## src/rtl/multicycle_ctrl.sv

```systemverilog
// Multicycle main control: sequences each instruction through FETCH/DECODE/EXECUTE/MEM/WB and drives datapath controls.
// Latency: FETCH to pc_en cycle inclusive is R/addi 4, lw 5, sw 4, beq 3, illegal 2; all controls are registered.
// Backpressure: none; one instruction is in flight at a time and the PC advances only on the pc_en cycle.
//
// Ports:
//   clock, reset            rising-edge clock, synchronous active-high reset
//   op, func_code           instruction fields from data_path; sampled only in FETCH
//   RegWrite .. alu_ctrl    data_path control inputs
//   pc_en                   one pulse per instruction, in its last state
//   illegal                 one-cycle pulse in DECODE for unsupported op/func
//   state                   current FSM state (debug)
//   retired                 wrapping count of pc_en pulses
module multicycle_ctrl #(
    parameter int CNT_W = 32
) (
    input  logic             clock,
    input  logic             reset,
    input  logic [5:0]       op,
    input  logic [5:0]       func_code,
    output logic             RegWrite,
    output logic             RegDist,
    output logic             AluSrc,
    output logic             Branch,
    output logic             MemWrite,
    output logic             MemRead,
    output logic             MemReg,
    output logic [3:0]       alu_ctrl,
    output logic             pc_en,
    output logic             illegal,
    output logic [2:0]       state,
    output logic [CNT_W-1:0] retired
);

    typedef enum logic [2:0] {
        FETCH   = 3'd0,
        DECODE  = 3'd1,
        EXECUTE = 3'd2,
        MEM     = 3'd3,
        WB      = 3'd4
    } state_e;

    localparam logic [5:0] OP_RTYPE = 6'h00;
    localparam logic [5:0] OP_LW    = 6'h23;
    localparam logic [5:0] OP_SW    = 6'h2B;
    localparam logic [5:0] OP_BEQ   = 6'h04;
    localparam logic [5:0] OP_ADDI  = 6'h08;

    localparam logic [3:0] ALU_AND = 4'b0000;
    localparam logic [3:0] ALU_OR  = 4'b0001;
    localparam logic [3:0] ALU_ADD = 4'b0010;
    localparam logic [3:0] ALU_SUB = 4'b0110;
    localparam logic [3:0] ALU_SLT = 4'b0111;
    localparam logic [3:0] ALU_NOR = 4'b1100;

    state_e           state_q, state_d;
    logic [5:0]       op_q, op_d, fn_q, fn_d;
    logic [CNT_W-1:0] retired_q, retired_d;

    logic             reg_write_q, reg_write_d;
    logic             reg_dist_q, reg_dist_d;
    logic             alu_src_q, alu_src_d;
    logic             branch_q, branch_d;
    logic             mem_write_q, mem_write_d;
    logic             mem_read_q, mem_read_d;
    logic             mem_reg_q, mem_reg_d;
    logic [3:0]       alu_ctrl_q, alu_ctrl_d;
    logic             pc_en_q, pc_en_d;
    logic             illegal_q, illegal_d;

    logic             legal_d;
    logic [3:0]       alu_op_d;
    logic             is_r, is_lw, is_sw, is_beq, is_addi;

    // Instruction fields are captured only when leaving FETCH.
    always_comb begin
        op_d = op_q;
        fn_d = fn_q;
        if (state_q == FETCH) begin
            op_d = op;
            fn_d = func_code;
        end
    end

    // Decode of the instruction that will be held during the next cycle.
    always_comb begin
        legal_d  = 1'b1;
        alu_op_d = ALU_AND;
        case (op_d)
            OP_RTYPE: begin
                case (fn_d)
                    6'h20:   alu_op_d = ALU_ADD;
                    6'h22:   alu_op_d = ALU_SUB;
                    6'h24:   alu_op_d = ALU_AND;
                    6'h25:   alu_op_d = ALU_OR;
                    6'h27:   alu_op_d = ALU_NOR;
                    6'h2A:   alu_op_d = ALU_SLT;
                    default: legal_d  = 1'b0;
                endcase
            end
            OP_LW, OP_SW, OP_ADDI: alu_op_d = ALU_ADD;
            OP_BEQ:                alu_op_d = ALU_SUB;
            default:               legal_d  = 1'b0;
        endcase
    end

    assign is_r    = (op_d == OP_RTYPE);
    assign is_lw   = (op_d == OP_LW);
    assign is_sw   = (op_d == OP_SW);
    assign is_beq  = (op_d == OP_BEQ);
    assign is_addi = (op_d == OP_ADDI);

    // Next state. In DECODE op_d equals op_q, so legal_d describes the held instruction.
    always_comb begin
        state_d = FETCH;
        case (state_q)
            FETCH:   state_d = DECODE;
            DECODE:  state_d = legal_d ? EXECUTE : FETCH;
            EXECUTE: begin
                if (is_beq)             state_d = FETCH;
                else if (is_lw || is_sw) state_d = MEM;
                else                     state_d = WB;
            end
            MEM:     state_d = is_lw ? WB : FETCH;
            WB:      state_d = FETCH;
            default: state_d = FETCH;
        endcase
    end

    // Controls are decoded for the next state so they can be registered
    // while still behaving as a Moore function of (state, op_q, fn_q).
    always_comb begin
        reg_write_d = 1'b0;
        reg_dist_d  = 1'b0;
        alu_src_d   = 1'b0;
        branch_d    = 1'b0;
        mem_write_d = 1'b0;
        mem_read_d  = 1'b0;
        mem_reg_d   = 1'b0;
        alu_ctrl_d  = ALU_AND;
        pc_en_d     = 1'b0;
        illegal_d   = 1'b0;
        if (state_d == DECODE) begin
            illegal_d = !legal_d;
            pc_en_d   = !legal_d;
        end else if (state_d == EXECUTE || state_d == MEM || state_d == WB) begin
            // Only legal instructions reach EXECUTE, so selects hold to the last state.
            reg_dist_d = is_r;
            alu_src_d  = is_lw || is_sw || is_addi;
            mem_reg_d  = is_lw;
            alu_ctrl_d = alu_op_d;
            if (state_d == EXECUTE) begin
                branch_d = is_beq;
                pc_en_d  = is_beq;
            end else if (state_d == MEM) begin
                mem_read_d  = is_lw;
                mem_write_d = is_sw;
                pc_en_d     = is_sw;
            end else begin
                mem_read_d  = is_lw;
                reg_write_d = 1'b1;
                pc_en_d     = 1'b1;
            end
        end
    end

    assign retired_d = retired_q + CNT_W'(pc_en_q);

    always_ff @(posedge clock) begin
        if (reset) begin
            state_q     <= FETCH;
            op_q        <= '0;
            fn_q        <= '0;
            retired_q   <= '0;
            reg_write_q <= 1'b0;
            reg_dist_q  <= 1'b0;
            alu_src_q   <= 1'b0;
            branch_q    <= 1'b0;
            mem_write_q <= 1'b0;
            mem_read_q  <= 1'b0;
            mem_reg_q   <= 1'b0;
            alu_ctrl_q  <= 4'b0000;
            pc_en_q     <= 1'b0;
            illegal_q   <= 1'b0;
        end else begin
            state_q     <= state_d;
            op_q        <= op_d;
            fn_q        <= fn_d;
            retired_q   <= retired_d;
            reg_write_q <= reg_write_d;
            reg_dist_q  <= reg_dist_d;
            alu_src_q   <= alu_src_d;
            branch_q    <= branch_d;
            mem_write_q <= mem_write_d;
            mem_read_q  <= mem_read_d;
            mem_reg_q   <= mem_reg_d;
            alu_ctrl_q  <= alu_ctrl_d;
            pc_en_q     <= pc_en_d;
            illegal_q   <= illegal_d;
        end
    end

    assign RegWrite = reg_write_q;
    assign RegDist  = reg_dist_q;
    assign AluSrc   = alu_src_q;
    assign Branch   = branch_q;
    assign MemWrite = mem_write_q;
    assign MemRead  = mem_read_q;
    assign MemReg   = mem_reg_q;
    assign alu_ctrl = alu_ctrl_q;
    assign pc_en    = pc_en_q;
    assign illegal  = illegal_q;
    assign state    = state_q;
    assign retired  = retired_q;

endmodule

```

## config.mk

```make
export PLATFORM = sky130hd
export DESIGN_NAME = multicycle_ctrl
export DESIGN_NICKNAME = d
export VERILOG_FILES = /design/src/rtl/multicycle_ctrl.sv
export SDC_FILE = /design/constraint.sdc
export NUM_CORES = 1
export LEC_CHECK = 0
export ABC_AREA = 1
export CORE_AREA = 3 3 100 102
export CTS_CLUSTER_SIZE = 20
export DETAILED_ROUTE_END_ITERATION = 10
export DIE_AREA = 0 0 103 105
export PLACE_DENSITY_LB_ADDON = 0.2
export SYNTH_ARGS = -nofsm -noshare
export SYNTH_HDL_FRONTEND = slang
export SYNTH_SLANG_ARGS = --single-unit
export TNS_END_PERCENT = 100
```

## constraint.sdc

```tcl
create_clock -name clock -period 2.1 [get_ports clock]
set_input_delay 0.42 -clock clock [delete_from_list [all_inputs] [get_ports clock]]
set_output_delay 0.42 -clock clock [all_outputs]
set_load 0.02 [all_outputs]
```

**Met1 routing**

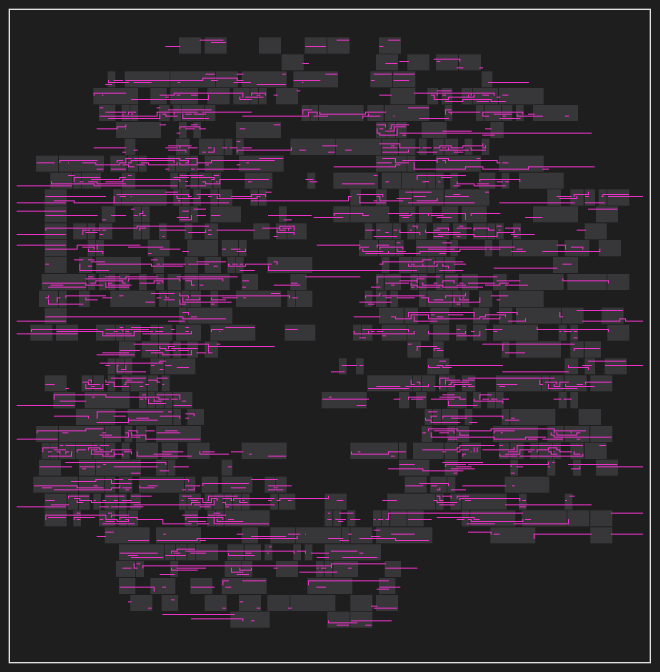
- share of all routed wire: 46%
- main direction: horizontal
- wire length on this layer: 3340 um
overall routed net length: 7.299 mm
number of vias in the routed layout: 2783
met1 capacity usage during global routing: 0.1743

**The metal 2 layer**

Bar = 20 um.
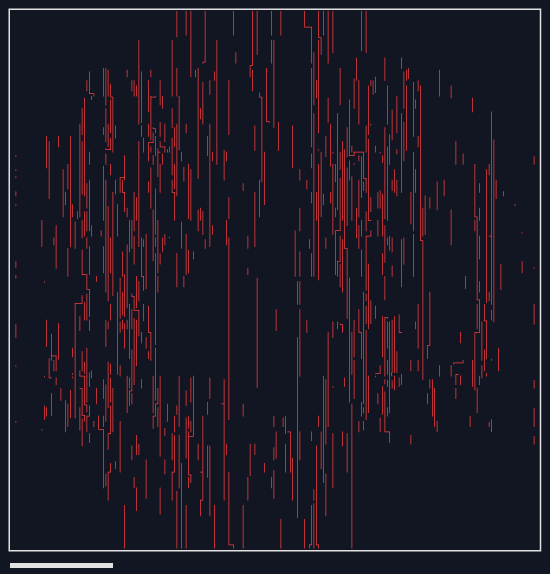
- share of all routed wire: 49%
- nets with wire on the layer: 411
- wire length on this layer: 3570 um
- longest straight run: 37.4 um
- main direction: vertical
fraction of met2 tracks used by global routing: 0.2429

==> run notes <==
Results of an implementation run.

The mean number of vias per cell is 4.547. The cell taking the most area after synthesis is sky130_fd_sc_hd__dfxtp_1. The area growth from synthesis to layout is 45.79%.

The number of iterations in the first detailed-routing pass is 6. The area fraction of the largest cell type after synthesis is 0.4085. The net count after synthesis is 404. The clock arrives with 0.008329 ns of skew. The floorplan step defined a core boundary enclosing 0.009196 mm^2. The sequential fraction of the synthesis area is 0.4085.

The transition time recorded at the tightest slew-check pin is 0.5444 ns. The first global-routing pass estimated 12.51 mm of wire. The cell area that synthesis handed to floorplanning was 0.002940 mm^2. The final critical delay including setup and external delays is 1.963 ns. Nets still carrying antenna violations after routing amount to 0. The insertion delay of the later-clocked pin in the worst-skew pair is 0.33 ns. The clock sink count is 60. The OpenROAD report gives the critical path a required time of 2.32 ns. The run finished with clean final reports. The number of warnings the tools reported is 27. Setup total negative slack on the finished layout was measured at 0 ns. In this run the cell area measured after placement is 0.003941 mm^2.

On the critical path, the stage with the largest delay is an instance of sky130_fd_sc_hd__dfxtp_2. The layout has 920 filler cells. Across the whole layout, storage elements account for 0.001204 mm^2. The worst setup path is captured at a flop. The initial cell density of the core is 0.3197.

The leakage power of the design is 0.001702 uW. The kind of path behind the tightest hold check is reg2reg. The final net count is 513. Detailed placement finished with a half-perimeter wire length of 5.374 mm. The routed wire length per instance is 11.93 um. The worst slew slack as a fraction of its limit is 0.6277. Across all setup checks in the final design, the least slack found is 0.1369 ns. The most common logic cell in the final layout is sky130_fd_sc_hd__clkdlybuf4s50_1. The final max-slew violation count recorded for this run is 0. The main area contributors are sky130_fd_sc_hd__dfxtp_1 (41%), sky130_fd_sc_hd__nand2_1 (7.3%), sky130_fd_sc_hd__inv_1 (6.8%).
-- worst paths after layout --
kind | start | endpoint | slack, ns
hold reg to reg | op_q[4] | op_q[4] | 0.48
hold / removal | op_q[4] | op_q[4] | 0.48
setup reg to reg | retired[0] | retired[30] | 0.14
setup / recovery | retired[0] | retired[30] | 0.14
-- state kept, by name (all words and copies together), names as in the netlist --
signal,flops
RegWrite,1
RegDist,1
op_q,6
AluSrc,1
pc_en,1
MemWrite,1
Branch,1
illegal,1
fn_q,6
state,3
MemReg,1
MemRead,1
alu_ctrl,4
retired,32
-- stage by stage --
stage | utilization | cells
floorplan | - | 388
global placement | 0.4286 | 586
detailed placement | 0.4286 | 586
CTS | 0.4603 | 609
global route | 0.4661 | 612
finish | 0.4661 | 612
-- layer usage --
metal,vias to the layer above,part of all wire,wire (um)
li1,1460,-,-
met1,1248,0.46,3335
met2,67,0.49,3570
met3,8,0.042,305
met4,0,0.012,87
met5,-,0,0
-- power breakdown --
part / switching (uW) / internal [uW]
logic: 221 / 173
clock network: 435 / 483
registers: 18.7 / 1170
total: 675 / 1830
-- cells by family after synthesis --
kind of cell               share of synthesized area
AOI/OAI and AO/OA                            0.07192
xor gates and xnor gates                     0.01787
adders and majority gates                   0.008509
buffers and inverters                        0.09064
DFF                                           0.4085
and+or+nand+nor                               0.4026
-- area by class of cell --
type                       count  area share
multi-input combinational    262      0.3657
sequential                    60      0.2808
tap                          111     0.03240
clock inverter                 2    0.002335
inverter                      58     0.05079
timing repair buffer         106      0.2309
clock buffer                  13     0.03707
-- what timing repair did --
item,CTS,global route
setup buffers,8,3
gates resized,13,8
pin swaps,6,5
endpoints found under the setup margin,5,17
Power and IR drop assume default switching activity.
